Fig. 1: run 1, routing congestion
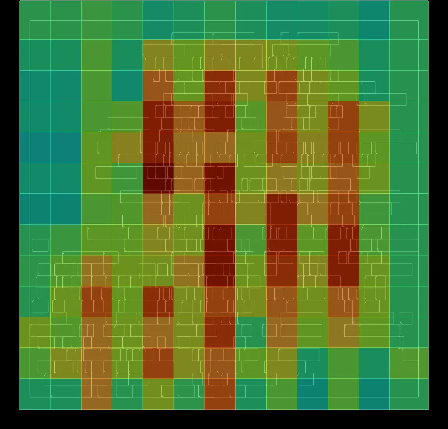
Fig. 2: run 1, placement by cell class
Scale bar: 20 um. Fill, decap, tap and diode cells in grey.
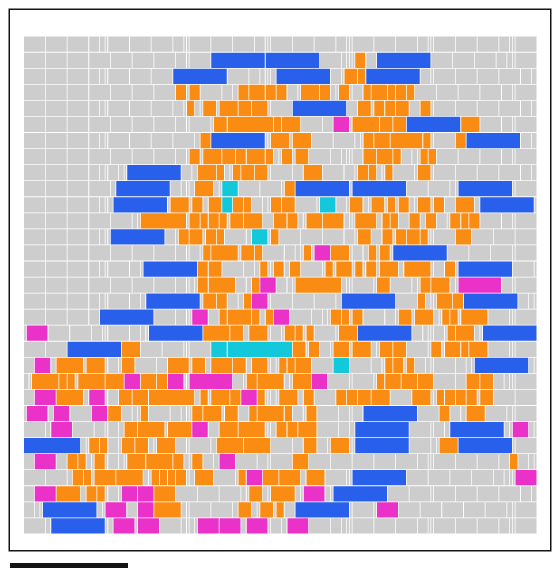
Fig. 3: run 1, local utilization
The die is cut into 9 by 9 equal tiles; black is low, pale yellow is high, 0 to 100% covered.
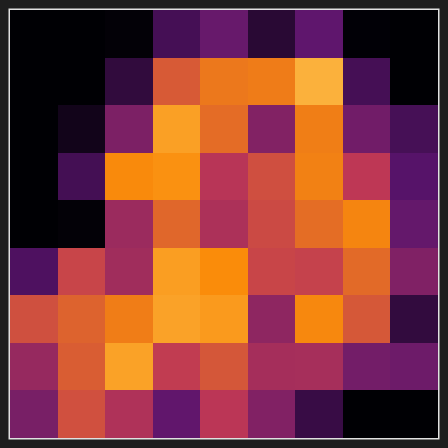
### src/rtl/lift_motion_ctrl.sv
`default_nettype none
// ============================================================================
//  Module      : lift_motion_ctrl
//  Description : Per-car motion sequencer. Takes the scheduler's direction
//                and the door status, then steps the car one floor at a
//                time. Each step has a timed travel phase and a timed dwell
//                phase. Errors latch a fault flag until it is cleared.
//  Ports       : clk, reset (async, active-high), enable (freeze when 0),
//                doorState, faultClr, currentFloor[FLOOR_W],
//                currentDirection[2] (00 STOP, 10 UP, 01 DOWN, 11 illegal)
//                -> nextFloor[FLOOR_W], move, arrive (1-cycle strobe),
//                fault (latched), busy (MOVE or HOLD)
//  Revision    : 1.0  initial release
// ============================================================================
module lift_motion_ctrl #(
   parameter int NUM_FLOORS   = 7,
   parameter int FLOOR_W      = 3,
   parameter int CNT_W        = 32,
   parameter int CLK_PER_MOVE = 1000000,
   parameter int CLK_PER_HOLD = 10000
) (
   input  logic               clk,
   input  logic               reset,
   input  logic               enable,
   input  logic               doorState,
   input  logic               faultClr,
   input  logic [FLOOR_W-1:0] currentFloor,
   input  logic [1:0]         currentDirection,
   output logic [FLOOR_W-1:0] nextFloor,
   output logic               move,
   output logic               arrive,
   output logic               fault,
   output logic               busy
);

   typedef enum logic [1:0] {
      IDLE  = 2'd0,
      MOVE  = 2'd1,
      HOLD  = 2'd2,
      FAULT = 2'd3
   } state_t;

   localparam logic [CNT_W-1:0]   MOVE_LOAD = CNT_W'(CLK_PER_MOVE - 1);
   localparam logic [CNT_W-1:0]   HOLD_LOAD = CNT_W'(CLK_PER_HOLD - 1);
   localparam logic [FLOOR_W-1:0] TOP_FLOOR = FLOOR_W'(NUM_FLOORS);
   localparam logic [FLOOR_W-1:0] ONE_FLOOR = FLOOR_W'(1);
   localparam logic [1:0]         DIR_STOP  = 2'b00;
   localparam logic [1:0]         DIR_UP    = 2'b10;
   localparam logic [1:0]         DIR_DOWN  = 2'b01;

   state_t             state, state_nxt;
   logic [CNT_W-1:0]   timer, timer_nxt;
   logic [FLOOR_W-1:0] floor_nxt;
   logic               move_nxt, arrive_nxt, fault_nxt, busy_nxt;
   logic               go_fault;

   // State register and registered outputs.
   always_ff @(posedge clk or posedge reset) begin
      if (reset) begin
         state     <= IDLE;
         timer     <= '0;
         nextFloor <= ONE_FLOOR;
         move      <= 1'b0;
         arrive    <= 1'b0;
         fault     <= 1'b0;
         busy      <= 1'b0;
      end else begin
         state     <= state_nxt;
         timer     <= timer_nxt;
         nextFloor <= floor_nxt;
         move      <= move_nxt;
         arrive    <= arrive_nxt;
         fault     <= fault_nxt;
         busy      <= busy_nxt;
      end
   end

   // Next-state and output logic. With enable low, every default holds
   // the current value except arrive, which is a strobe and drops to 0.
   always_comb begin
      state_nxt  = state;
      timer_nxt  = timer;
      floor_nxt  = nextFloor;
      move_nxt   = move;
      fault_nxt  = fault;
      arrive_nxt = 1'b0;
      go_fault   = 1'b0;

      if (enable) begin
         unique case (state)
            IDLE: begin
               // The range check comes first, so the +/-1 below can never wrap.
               if (currentFloor == '0 || currentFloor > TOP_FLOOR) begin
                  go_fault = 1'b1;
               end else if (doorState) begin
                  state_nxt = HOLD;
                  timer_nxt = HOLD_LOAD;
                  floor_nxt = currentFloor;
               end else begin
                  unique case (currentDirection)
                     DIR_STOP: floor_nxt = currentFloor;
                     DIR_UP: begin
                        if (currentFloor < TOP_FLOOR) begin
                           state_nxt = MOVE;
                           timer_nxt = MOVE_LOAD;
                           floor_nxt = currentFloor + ONE_FLOOR;
                           move_nxt  = 1'b1;
                        end else begin
                           go_fault = 1'b1;
                        end
                     end
                     DIR_DOWN: begin
                        if (currentFloor > ONE_FLOOR) begin
                           state_nxt = MOVE;
                           timer_nxt = MOVE_LOAD;
                           floor_nxt = currentFloor - ONE_FLOOR;
                           move_nxt  = 1'b1;
                        end else begin
                           go_fault = 1'b1;
                        end
                     end
                     default: go_fault = 1'b1;
                  endcase
               end
               if (go_fault) begin
                  state_nxt = FAULT;
                  fault_nxt = 1'b1;
                  move_nxt  = 1'b0;
               end
            end
            // The travel step always runs to completion. Door and direction
            // changes seen during travel are ignored.
            MOVE: begin
               if (timer != '0) begin
                  timer_nxt = timer - CNT_W'(1);
               end else begin
                  state_nxt  = HOLD;
                  timer_nxt  = HOLD_LOAD;
                  move_nxt   = 1'b0;
                  arrive_nxt = 1'b1;
               end
            end
            // The dwell restarts for as long as the door stays active.
            HOLD: begin
               if (doorState) begin
                  timer_nxt = HOLD_LOAD;
               end else if (timer != '0) begin
                  timer_nxt = timer - CNT_W'(1);
               end else begin
                  state_nxt = IDLE;
               end
            end
            FAULT: begin
               move_nxt  = 1'b0;
               fault_nxt = 1'b1;
               if (faultClr) begin
                  state_nxt = IDLE;
                  fault_nxt = 1'b0;
               end
            end
            default: state_nxt = IDLE;
         endcase
      end

      busy_nxt = (state_nxt == MOVE) || (state_nxt == HOLD);
   end

endmodule
`default_nettype wire
### config.mk
export PLATFORM = sky130hd
export DESIGN_NAME = lift_motion_ctrl
export DESIGN_NICKNAME = d
export VERILOG_FILES = /design/src/rtl/lift_motion_ctrl.sv
export SDC_FILE = /design/constraint.sdc
export NUM_CORES = 1
export LEC_CHECK = 0
export ABC_CLOCK_PERIOD_IN_PS = 3000
export CAP_MARGIN = 20
export CORE_MARGIN = 2
export CORE_UTILIZATION = 39
export CTS_BUF_LIST = sky130_fd_sc_hd__clkbuf_4
export CTS_CLUSTER_SIZE = 30
export DETAILED_ROUTE_END_ITERATION = 6
export PLACE_DENSITY_LB_ADDON = 0.25
export SYNTH_ARGS = -nofsm -noshare
export SYNTH_HDL_FRONTEND = slang
export SYNTH_SLANG_ARGS = --single-unit
### constraint.sdc
create_clock -name clk -period 3 [get_ports clk]
set_input_delay 0.6 -clock clk [delete_from_list [all_inputs] [get_ports clk]]
set_output_delay 0.6 -clock clk [all_outputs]
set_load 0.05 [all_outputs]
==> impl_metrics.json, run 1 <==
{
  "layout_top_cells": "dfrtp_1 (40), nor2_1 (30), a21oi_1 (24)",
  "comb_power_share_pct": 56.1,
  "buffer_area_share_pct": 10.3,
  "fin_crit_ns": 2.81,
  "clk_latency_ns": 0.35,
  "post_route_cells_drive_above_1_share_pct": 14.1,
  "routabilityCongestion": 0.824,
  "drt-vias-per-instance": 5.81,
  "synth_cells": 340,
  "cts_tree": "yes",
  "numClockSinks": 41,
  "top_area_share_pct": 33.5,
  "ys_cells": 340,
  "hold_buffers": 0,
  "setup_viol": 0,
  "htree_num_levels": 2,
  "top_cells_by_count": "dfrtp_1 (40), nor2_1 (30), a21oi_1 (24), o21ai_0 (21), nand2_1 (20)",
  "routed_wl_mm": 7.58,
  "nNetsFinal": 401,
  "grt.overflow.total": 0,
  "synthArstFlopShare_pct": 100,
  "path_common_cell": "ha_1",
  "yosysChipArea_mm2": 0.00298,
  "topCellsByArea": "dfrtp_1 (34%), ha_1 (6.7%), a22o_1 (5.0%)",
  "start_kind": "primary input",
  "ys_seq_share_pct": 34.4,
  "insertedDiodeCount": 0,
  "seqCellArea_mm2": 0.00103,
  "rr_startpoint": "timer[0]",
  "antenna_found_initial": 0,
  "grt_max_degree": 42,
  "slew_headroom_pct": 55.1,
  "r2r_cells": 8,
  "yosysWarnings": 0,
  "syn_nets": 366,
  "cts.clk_slew.worst_paths_ns": 0.12,
  "ctsResizeCount": 0,
  "switchingPower_w": 0.00138,
  "root_buffer": "clkbuf_4",
  "p_leak_nw": 1.44,
  "r2r-end": "timer[27]",
  "clock_buffer_count": 5,
  "arrival_ns": 3.10,
  "max-clock-path-buffers": 2,
  "die_h_um": 91.5,
  "comb_cells": 270,
  "ff2ff_setup_slack_ns": 0.29,
  "synthesis.area_mm2": 0.00298,
  "rsz0062_at_grt": "no",
  "tool_warnings": 37,
  "slowest_delay_ns": 0.48,
  "hold_depth": 2,
  "fillers": 682,
  "stdcell_count": 474,
  "worstMarginPinSlew_ns": 0.674,
  "fin_total_pwr_w": 0.00294,
  "max_freq_ghz": 0.356,
  "ys.flops": 41,
  "rows": 31,
  "yosys_most_used_dff": "dfrtp_1",
  "slew_violations": 0,
  "yosys.cell_types.count": 70,
  "ant_nets": 0,
  "cp_slowest_cell": "clkdlybuf4s50_1",
  "drv_cap": 0,
  "lay_top_count": "dfrtp_1",
  "largest_area_cell": "dfrtp_1",
  "hp-class": "reg2reg",
  "outcome": "finished, final reports clean",
  "critical_path_class": "in2reg",
  "grt_pass1_vias": 2820,
  "peakVddDrop_mv": 0.379,
  "first_iter_violations": 195,
  "p_sw_share_pct": 46.8,
  "whs_endpoint": "nextFloor[0]",
  "dp_slack_ns": -0.182,
  "die_area_mm2": 0.00837,
  "port_buffers": 16,
  "place_inst": 467,
  "p_seq_share_pct": 31.9,
  "cp_cell_sequence": "clkdlybuf4s50_1, ha_1, ha_1, and4b_1, a211o_1, o22ai_1, buf_4, o211ai_4, nor2_2, a22o_1",
  "path_buffers": 2,
  "io_pins": 17,
  "cts_setup_buffers": 0,
  "syn_to_final_growth_pct": 16.7,
  "synth-edff-count": 0,
  "comb_share_pct": 52.6,
  "drc": 0,
  "dp_hpwl_mm": 5.59,
  "crit_family": "AND-OR/OR-AND gates",
  "final-clk-cell-share_pct": 2.08
}
Back to the opening pictures, Fig. 1:
Avg WL per Cell: 16.0 um
global route hottest layer: met2
met3 usage: 3.24%

Back to the opening pictures, Fig. 2:
[magenta] other buffers and delay cells | cells: 39 | share of their area: 11%
[blue] flip-flops | cells: 41 | share of their area: 31%
[cyan] clock drivers and dummy loads | cells: 7 | share of their area: 2.2%
[orange] all other logic | cells: 288 | share of their area: 57%
fin area: 0.00348 mm2
Layout Utilization: 47.5%
sequential cell area share: 29.5%

Back to the opening pictures, Fig. 3:
emptiest ninth of the die: north-west
tiles over 75% full: 9.9%
fullest tile: 83%
mean over tiles: 40%
densest ninth of the die: centre
Core ar.: 0.00733 mm2
FP Core Util: 40.7%

==> run 1: cells by family (layout without fill, tap and decap cells) <==
logic type,Yosys count,in the layout,synth area share [%]
and+or+nand+nor,136,136,26.4
DFF,41,41,34.4
xor gates and xnor gates,2,2,0.587
AOI/OAI and AO/OA,114,114,27.0
buffers and inverters,29,64,4.15
muxes,2,2,0.713
adders and majority gates,16,16,6.71
==> run 1: metrics by stage <==
step	instance area, um2	hold WS (ns)
floorplan	2980	0.475
global placement	3410	0.491
detailed placement	3410	0.492
CTS	3480	0.520
global route	3480	0.539
finish	3480	0.520
==> run 1: worst max-delay path by stage <==
stage / start / endpoint / depth (start not counted)
floorplan: currentFloor[0] / timer[7] / 9
global placement: currentFloor[0] / timer[20] / 10
detailed placement: currentFloor[0] / timer[31] / 10
CTS: currentFloor[0] / timer[27] / 10
global route: timer[0] / timer[27] / 8
finish: currentFloor[0] / timer[27] / 10
==> run 1: flip-flops by register name (all words and copies together), names as in the netlist <==
name,flops
fault,1
move,1
arrive,1
nextFloor,3
state,2
busy,1
timer,32
==> run 1: tightest hold or removal path, cell delays in order (launching register included) <==
cell and delay [ns]:
dfstp_2 0.39, nor2_1 0.09, a21oi_1 0.05
==> run 1: layer usage <==
metal / global-route usage [%] / up-vias / share of wire (%)
li1: - / 1373 / -
met1: 26.1 / 1328 / 49
met2: 32.8 / 48 / 48
met3: 3.24 / 5 / 3.2
met4: 4.80 / 0 / 0.74
met5: 0 / - / 0
==> run 1: power groups by stage <==
stage / sequential, W / combinational [W] / clock, W
floorplan: 0.000933 / 0.00114 / 0
global placement: 0.000941 / 0.00161 / 0
detailed placement: 0.000941 / 0.00163 / 0
CTS: 0.000933 / 0.00164 / 0.000370
global route: 0.000967 / 0.00183 / 0.000390
finish: 0.000937 / 0.00165 / 0.000354
==> run 1 -> run 2 <==
--- a/config.mk
+++ b/config.mk
@@ -7,12 +7,16 @@
 export LEC_CHECK = 0
 export ABC_CLOCK_PERIOD_IN_PS = 3000
 export CAP_MARGIN = 20
+export CELL_PAD_IN_SITES_DETAIL_PLACEMENT = 1
+export CELL_PAD_IN_SITES_GLOBAL_PLACEMENT = 2
 export CORE_MARGIN = 2
 export CORE_UTILIZATION = 39
 export CTS_BUF_LIST = sky130_fd_sc_hd__clkbuf_4
 export CTS_CLUSTER_SIZE = 30
 export DETAILED_ROUTE_END_ITERATION = 6
+export HOLD_SLACK_MARGIN = 0.15
 export PLACE_DENSITY_LB_ADDON = 0.25
 export SYNTH_ARGS = -nofsm -noshare
 export SYNTH_HDL_FRONTEND = slang
 export SYNTH_SLANG_ARGS = --single-unit
+export TNS_END_PERCENT = 100
==> impl_metrics.json, run 2 <==
{
  "outcome": "finished, final reports clean",
  "syn_area_per_cell_um2": 8.78,
  "synthArstFlopShare_pct": 100,
  "port_buffers": 16,
  "worstMarginPinSlew_ns": 0.638,
  "internal_power_w": 0.00158,
  "hold_buffers": 0,
  "path_max_fanout": 15,
  "yosysChipArea_mm2": 0.00298,
  "ys_seq_share_pct": 34.4,
  "wl_met3_um": 242,
  "peakVddDrop_mv": 0.377,
  "arrival_ns": 3.04,
  "syn_nets": 366,
  "synthesis.area_mm2": 0.00298,
  "drc": 0,
  "rsz0062_at_grt": "no",
  "routed_wl_mm": 8.94,
  "top_cells_by_count": "dfrtp_1 (40), nor2_1 (30), a21oi_1 (24), o21ai_0 (21), nand2_1 (20)",
  "coreArea_mm2": 0.00733,
  "ys.flops": 41,
  "final_area_mm2": 0.00347,
  "grt_max_degree": 39,
  "rr_startpoint": "timer[0]",
  "p_seq_share_pct": 31.1,
  "start_kind": "primary input",
  "slew_headroom_pct": 57.5,
  "grt.overflow.total": 0,
  "final-hold-violation-count": 0,
  "switchingPower_w": 0.00144,
  "lay_top_count": "dfrtp_1",
  "first_iter_violations": 142,
  "yosys_most_used_dff": "dfrtp_1",
  "cts-buffers-inserted": 5,
  "cts_tree": "yes",
  "vias": 2854,
  "drt-vias-per-instance": 6.02,
  "top_layer_used": "met4",
  "largest_area_cell": "dfrtp_1",
  "endpoint": "timer[20]",
  "largest-register": "timer",
  "post_dp_cell_area_mm2": 0.00339,
  "use_met3_pct": 2.74,
  "die_h_um": 91.5,
  "fin_total_pwr_w": 0.00302,
  "ant_nets": 0,
  "post-route-period-util_pct": 91.4,
  "grt_pass1_vias": 2947,
  "grt.busiest_layer": "met2",
  "dp_hpwl_mm": 6.52,
  "largest_reg_flops": 32,
  "top_area_share_pct": 33.5,
  "comb_power_share_pct": 56.3,
  "yosysWarnings": 0,
  "power_density_mw_per_mm2": 871,
  "r2r-end": "timer[12]",
  "nNetsFinal": 400,
  "max-clock-path-buffers": 2,
  "grt_pass1_wl_mm": 15.5,
  "cp_data_required_time_ns": 3.30,
  "clk_latency_ns": 0.37,
  "p_leak_nw": 1.44,
  "ctsResizeCount": 0,
  "p_sw_share_pct": 47.7,
  "p_clk_share_pct": 12.6,
  "rows": 31,
  "max_freq_ghz": 0.365,
  "yosys.cell_types.count": 70,
  "cts_setup_buffers": 0,
  "met2_length_mm": 4.18,
  "routabilityCongestion": 0.820,
  "die_area_mm2": 0.00837,
  "synth-edff-count": 0,
  "skew_ns": 0.0148,
  "initial_core_util_pct": 40.7,
  "hp-class": "in2async",
  "drv_cap": 0,
  "first_pass_iters": 4,
  "r2r_cells": 9,
  "tool_warnings": 37,
  "slew_violations": 0,
  "topCellsByArea": "dfrtp_1 (34%), ha_1 (6.7%), a22o_1 (5.0%)",
  "insertedDiodeCount": 0,
  "cp-startpoint": "currentFloor[0]",
  "fin_crit_ns": 2.74,
  "ff2ff_setup_slack_ns": 0.33,
  "ys_cells": 340,
  "wl_met1_mm": 4.45,
  "numClockSinks": 41,
  "cts.clk_slew.worst_paths_ns": 0.12,
  "antenna_found_initial": 0,
  "fillers": 873,
  "die_w_um": 91.5,
  "yosysMostFrequentCell": "dfrtp_1",
  "htree_num_levels": 2,
  "synth_cells": 340,
  "syn_to_final_growth_pct": 16.2,
  "reg_top3": "timer (32), nextFloor (3), state (2)",
  "layout_top_cells": "dfrtp_1 (40), nor2_1 (30), a21oi_1 (24)",
  "post_route_cells_drive_above_1_share_pct": 14.1,
  "setup_viol": 0,
  "end_kind": "flop",
  "io_pins": 17,
  "critical_path_class": "in2reg",
  "root_buffer": "clkbuf_4"
}
run 2: cell counts after synthesis:
No cell type changed its count.
run 2: through the flow:
step / utilization [%] / worst slack [ns] / cells / hold WS (ns) / setup TNS (ns)
global route: 47.3 / 0.0398 / 474 / 0.402 / 0
finish: 47.3 / 0.258 / 474 / 0.403 / 0
CTS: 47.3 / 0.231 / 474 / 0.400 / 0
detailed placement: 46.2 / -0.132 / 466 / 0.503 / -1.51
global placement: 46.2 / -0.0766 / 466 / 0.481 / -0.789
floorplan: - / 0.612 / 340 / 0.475 / 0
run 2: cell families (layout without fill, tap and decap cells):
family	count (synthesis)	count (layout)	share of synthesized area (%)
adder cells (fa/ha/maj)	16	16	6.71
XOR/XNOR	2	2	0.587
multiplexers	2	2	0.713
AND/OR/NAND/NOR	136	136	26.4
buffers and inverters	29	64	4.15
flip-flops	41	41	34.4
AND-OR/OR-AND	114	114	27.0
run 2: layout make-up:
class | instances | area, um2 | share of cell area [%]
clock buffer | 6 | 45.0 | 1.30
tap | 99 | 124 | 3.57
timing repair buffer | 38 | 338 | 9.74
clock inverter | 2 | 33.8 | 0.974
sequential | 41 | 1030 | 29.6
inverter | 18 | 67.6 | 1.95
multi-input combinational | 270 | 1830 | 52.8
run 2: worst max-delay path: stages:
cell and delay [ns]:
clkdlybuf4s50_1 0.48, ha_1 0.15, ha_1 0.13, and4b_1 0.21
a211o_1 0.29, o22ai_1 0.27, o211ai_4 0.28, nor2_2 0.41
a22o_1 0.22
run 2: power groups by stage:
stage / Sequential, W / Clock (W) / Combinational [W]
after global placement: 0.000937 / 0 / 0.00166
after CTS: 0.000933 / 0.000390 / 0.00171
after global routing: 0.000968 / 0.000414 / 0.00190
after floorplan: 0.000933 / 0 / 0.00114
final: 0.000938 / 0.000381 / 0.00170
after detailed placement: 0.000946 / 0 / 0.00169
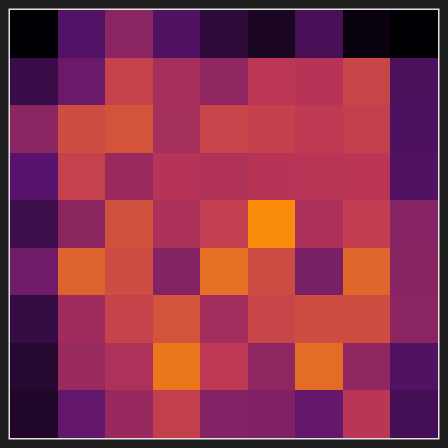
Fig. 4. Local utilization (run 2).
The die is cut into 9 by 9 equal tiles; black is low, pale yellow is high, 0 to 100% covered.
densest ninth of the die: centre
fullest tile: 75%
nearly empty tiles: 2.5%
mean over tiles: 40%
Layout Utilization: 47.3%

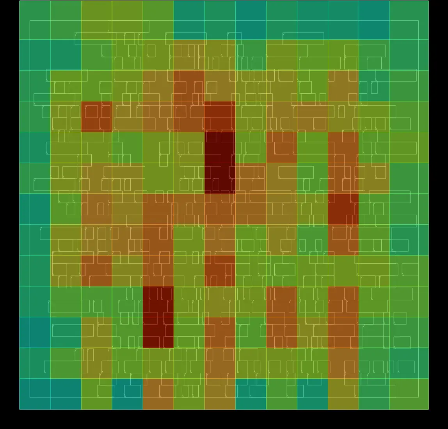
Fig. 5. Routing congestion (run 2).
All-Layer GR Usage: 22.8%
met1 Use GR: 33.0%
M2 GR Usage: 36.4%
Avg WL per Cell: 18.9 um

==> run 2 -> run 3 <==
--- a/config.mk
+++ b/config.mk
@@ -5,14 +5,13 @@
 export SDC_FILE = /design/constraint.sdc
 export NUM_CORES = 1
 export LEC_CHECK = 0
-export ABC_CLOCK_PERIOD_IN_PS = 3000
 export CAP_MARGIN = 20
 export CELL_PAD_IN_SITES_DETAIL_PLACEMENT = 1
 export CELL_PAD_IN_SITES_GLOBAL_PLACEMENT = 2
 export CORE_MARGIN = 2
-export CORE_UTILIZATION = 39
+export CORE_UTILIZATION = 35
 export CTS_BUF_LIST = sky130_fd_sc_hd__clkbuf_4
-export CTS_CLUSTER_SIZE = 30
+export CTS_CLUSTER_SIZE = 8
 export DETAILED_ROUTE_END_ITERATION = 6
 export HOLD_SLACK_MARGIN = 0.15
 export PLACE_DENSITY_LB_ADDON = 0.25
==> constraint.sdc (replaced) <==
create_clock -name clk -period 2.2 [get_ports clk]
set_input_delay 0.44 -clock clk [delete_from_list [all_inputs] [get_ports clk]]
set_output_delay 0.44 -clock clk [all_outputs]
set_load 0.05 [all_outputs]
==> impl_metrics.json, run 3 <==
{
  "synthesis.area_mm2": 0.00298,
  "worstMarginPinSlew_ns": 0.780,
  "yosysChipArea_mm2": 0.00298,
  "rsz0062_at_grt": "yes",
  "cp_cell_sequence": "nor4_2, buf_4, nand4_1, or2_4, o211ai_4, nor2_2, buf_4, a22o_1",
  "die_area_mm2": 0.00928,
  "htree_num_levels": 2,
  "p_leak_nw": 2.09,
  "antenna_found_initial": 0,
  "setup_viol": 22,
  "lay_top_count": "buf_4",
  "drv_cap": 0,
  "path_max_fanout": 8,
  "grt_pass1_wl_mm": 18.1,
  "clk_latency_ns": 0.38,
  "routabilityCongestion": 0.910,
  "use_met3_pct": 3.13,
  "arrival_ns": 2.59,
  "grt.busiest_layer": "met2",
  "grt_use_total_pct": 25.4,
  "path_common_cell": "buf_4",
  "outcome": "finished with violations",
  "topCellsByArea": "dfrtp_1 (34%), ha_1 (6.7%), a22o_1 (5.0%)",
  "rr_startpoint": "timer[26]",
  "synth-edff-count": 0,
  "syn_nets": 366,
  "largest_area_cell": "dfrtp_1",
  "die_h_um": 96.3,
  "stdcell_count": 594,
  "dp_hpwl_mm": 8.13,
  "fin_setup_tns_ns": -1.42,
  "drt-vias-per-instance": 5.76,
  "skew_ns": 0.0106,
  "die_w_um": 96.3,
  "port_buffers": 16,
  "max_freq_ghz": 0.434,
  "ant_nets": 0,
  "root_buffer": "clkbuf_4",
  "wl_met3_um": 307,
  "rows": 33,
  "first_iter_violations": 121,
  "met2_length_mm": 6.28,
  "yosysMostFrequentCell": "dfrtp_1",
  "cp_slowest_cell": "dfrtp_1",
  "grt_max_degree": 24,
  "start_kind": "flop",
  "cts-buffers-inserted": 5,
  "place_inst": 564,
  "ys_seq_share_pct": 34.4,
  "drc": 0,
  "layout_top_cells": "buf_4 (122), dfrtp_1 (40), nor2_1 (29)",
  "grt.overflow.total": 0,
  "end_kind": "flop",
  "final-hold-violation-count": 0,
  "reg_top3": "timer (32), nextFloor (3), state (2)",
  "cp_data_required_time_ns": 2.49,
  "use_met2_pct": 45.0,
  "synth_cells": 340,
  "use_met1_pct": 32.4,
  "top_cells_by_count": "dfrtp_1 (40), nor2_1 (30), a21oi_1 (24), o21ai_0 (21), nand2_1 (20)",
  "io_pins": 17,
  "largest_reg_flops": 32,
  "vias": 3419,
  "routed_wl_mm": 12.0,
  "critical_path_class": "reg2reg",
  "hold_buffers": 0,
  "fin_total_pwr_w": 0.00601,
  "insertedDiodeCount": 0,
  "wire_per_inst_um": 20.1,
  "post_route_cells_drive_above_1_share_pct": 43.8,
  "whs_ns": 0.392,
  "top_layer_used": "met4",
  "violations": "setup timing",
  "peakVddDrop_mv": 0.716,
  "syn_to_final_growth_pct": 58.5,
  "yosys_most_used_dff": "dfrtp_1",
  "slew_headroom_pct": 47.7,
  "slowest_delay_ns": 0.43,
  "yosysWarnings": 0,
  "tool_warnings": 39,
  "cp-startpoint": "timer[26]",
  "crit_family": "simple AND/OR/NAND/NOR gates",
  "yosys.cell_types.count": 70,
  "path_buffers": 2,
  "cts_tree": "yes",
  "slew_violations": 0,
  "ys.flops": 41,
  "post-route-period-util_pct": 105,
  "setup_ws_ns": -0.103,
  "first_pass_iters": 4,
  "numClockSinks": 41,
  "nNetsFinal": 514,
  "grt_pass1_vias": 3586,
  "dp_slack_ns": -0.670,
  "max-clock-path-buffers": 2,
  "power_density_mw_per_mm2": 1270,
  "top_area_share_pct": 33.5,
  "synthArstFlopShare_pct": 100,
  "cts.clk_slew.worst_paths_ns": 0.15,
  "hp-class": "in2async",
  "wl_met1_mm": 5.08,
  "fin_crit_ns": 2.30,
  "largest-register": "timer",
  "ys_cells": 340,
  "syn_area_per_cell_um2": 8.78
}
run 3: kinds of logic (layout without fill, tap and decap cells):
group	after synthesis	after routing	synth area share, %
buffers and inverters	29	178	4.15
adder cells (fa/ha/maj)	16	16	6.71
XOR/XNOR	2	2	0.587
AND/OR/NAND/NOR	136	136	26.4
AND-OR/OR-AND	114	114	27.0
flip-flops	41	41	34.4
multiplexers	2	2	0.713
run 3: area by class of cell:
type | count | area (um2)
Multi-Input combinational cell | 270 | 2130
Tap cell | 105 | 131
Fill cell | 948 | 3530
Inverter | 18 | 67.6
Timing Repair Buffer | 152 | 1260
Clock buffer | 5 | 37.5
Sequential cell | 41 | 1030
Clock inverter | 3 | 68.8
run 3: repair_timing:
item / in CTS / in global routing
pin swaps: 23 / 16
hold endpoints to repair: 0 / 0
setup buffers: 11 / 11
endpoints found under the setup margin: 35 / 36
resized: 37 / 51
cloned: 2 / 0
run 3: power by group:
part,leakage (nW),switching (W),internal [W]
registers,0.506,0.000206,0.000979
logic,1.53,0.00215,0.00201
clock network,0.0558,0.000305,0.000358
total,2.09,0.00266,0.00335
run 3: metrics by stage:
step	cell area, um2	utilization (%)
final	4730	57.3
after global routing	4730	57.3
after CTS	4480	54.2
after detailed placement	4110	49.7
after global placement	4110	49.7
after floorplan	2990	-
run 3: path summary, 6_finish.rpt:
kind                                end  slack [ns]  cells after the start
max                           timer[22]       -0.10                      8
min                           timer[24]        0.39                      2
max reg2reg                   timer[22]       -0.10                      8
min reg2reg                nextFloor[0]        0.52                      2
max in group asynchronous     timer[12]        1.26                      3
min in group clk           nextFloor[0]        0.52                      2
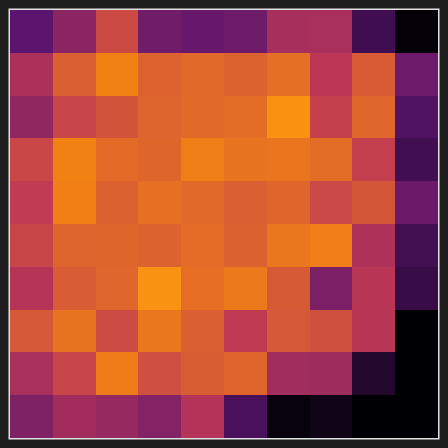
Fig. 6. Local utilization (run 3).
The die is cut into 10 by 10 equal tiles; black is low, pale yellow is high, 0 to 100% covered.
nearly empty tiles: 5.0%
emptiest ninth of the die: south-east
tiles over 75% full: 2.0%
mean over tiles: 50%
Core ar.: 0.00826 mm2
Layout Utilization: 57.3%
FP Core Util: 36.1%

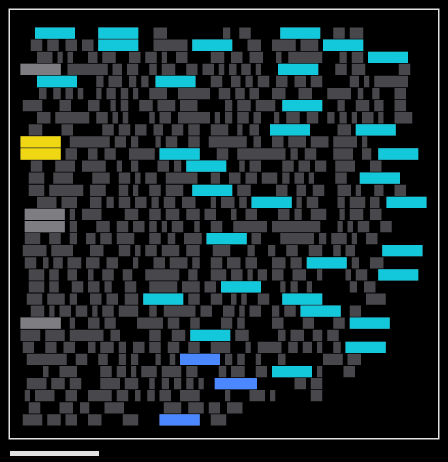
Fig. 7. Where the registers sit (run 3).
Scale bar: 20 um. Other sequential cells in the stronger grey, the rest of the logic in the fainter grey.
[cyan] timer | sequential cells: 32 | where: spread over the die
[blue] nextFloor | sequential cells: 3
[yellow] state | sequential cells: 2
not coloured: 4
Seq. pwr: 0.00118 W
sequential cell area share: 21.7%
Reg area: 0.00103 mm2

No activity file was given, so power comes from the tool's default toggle rates.
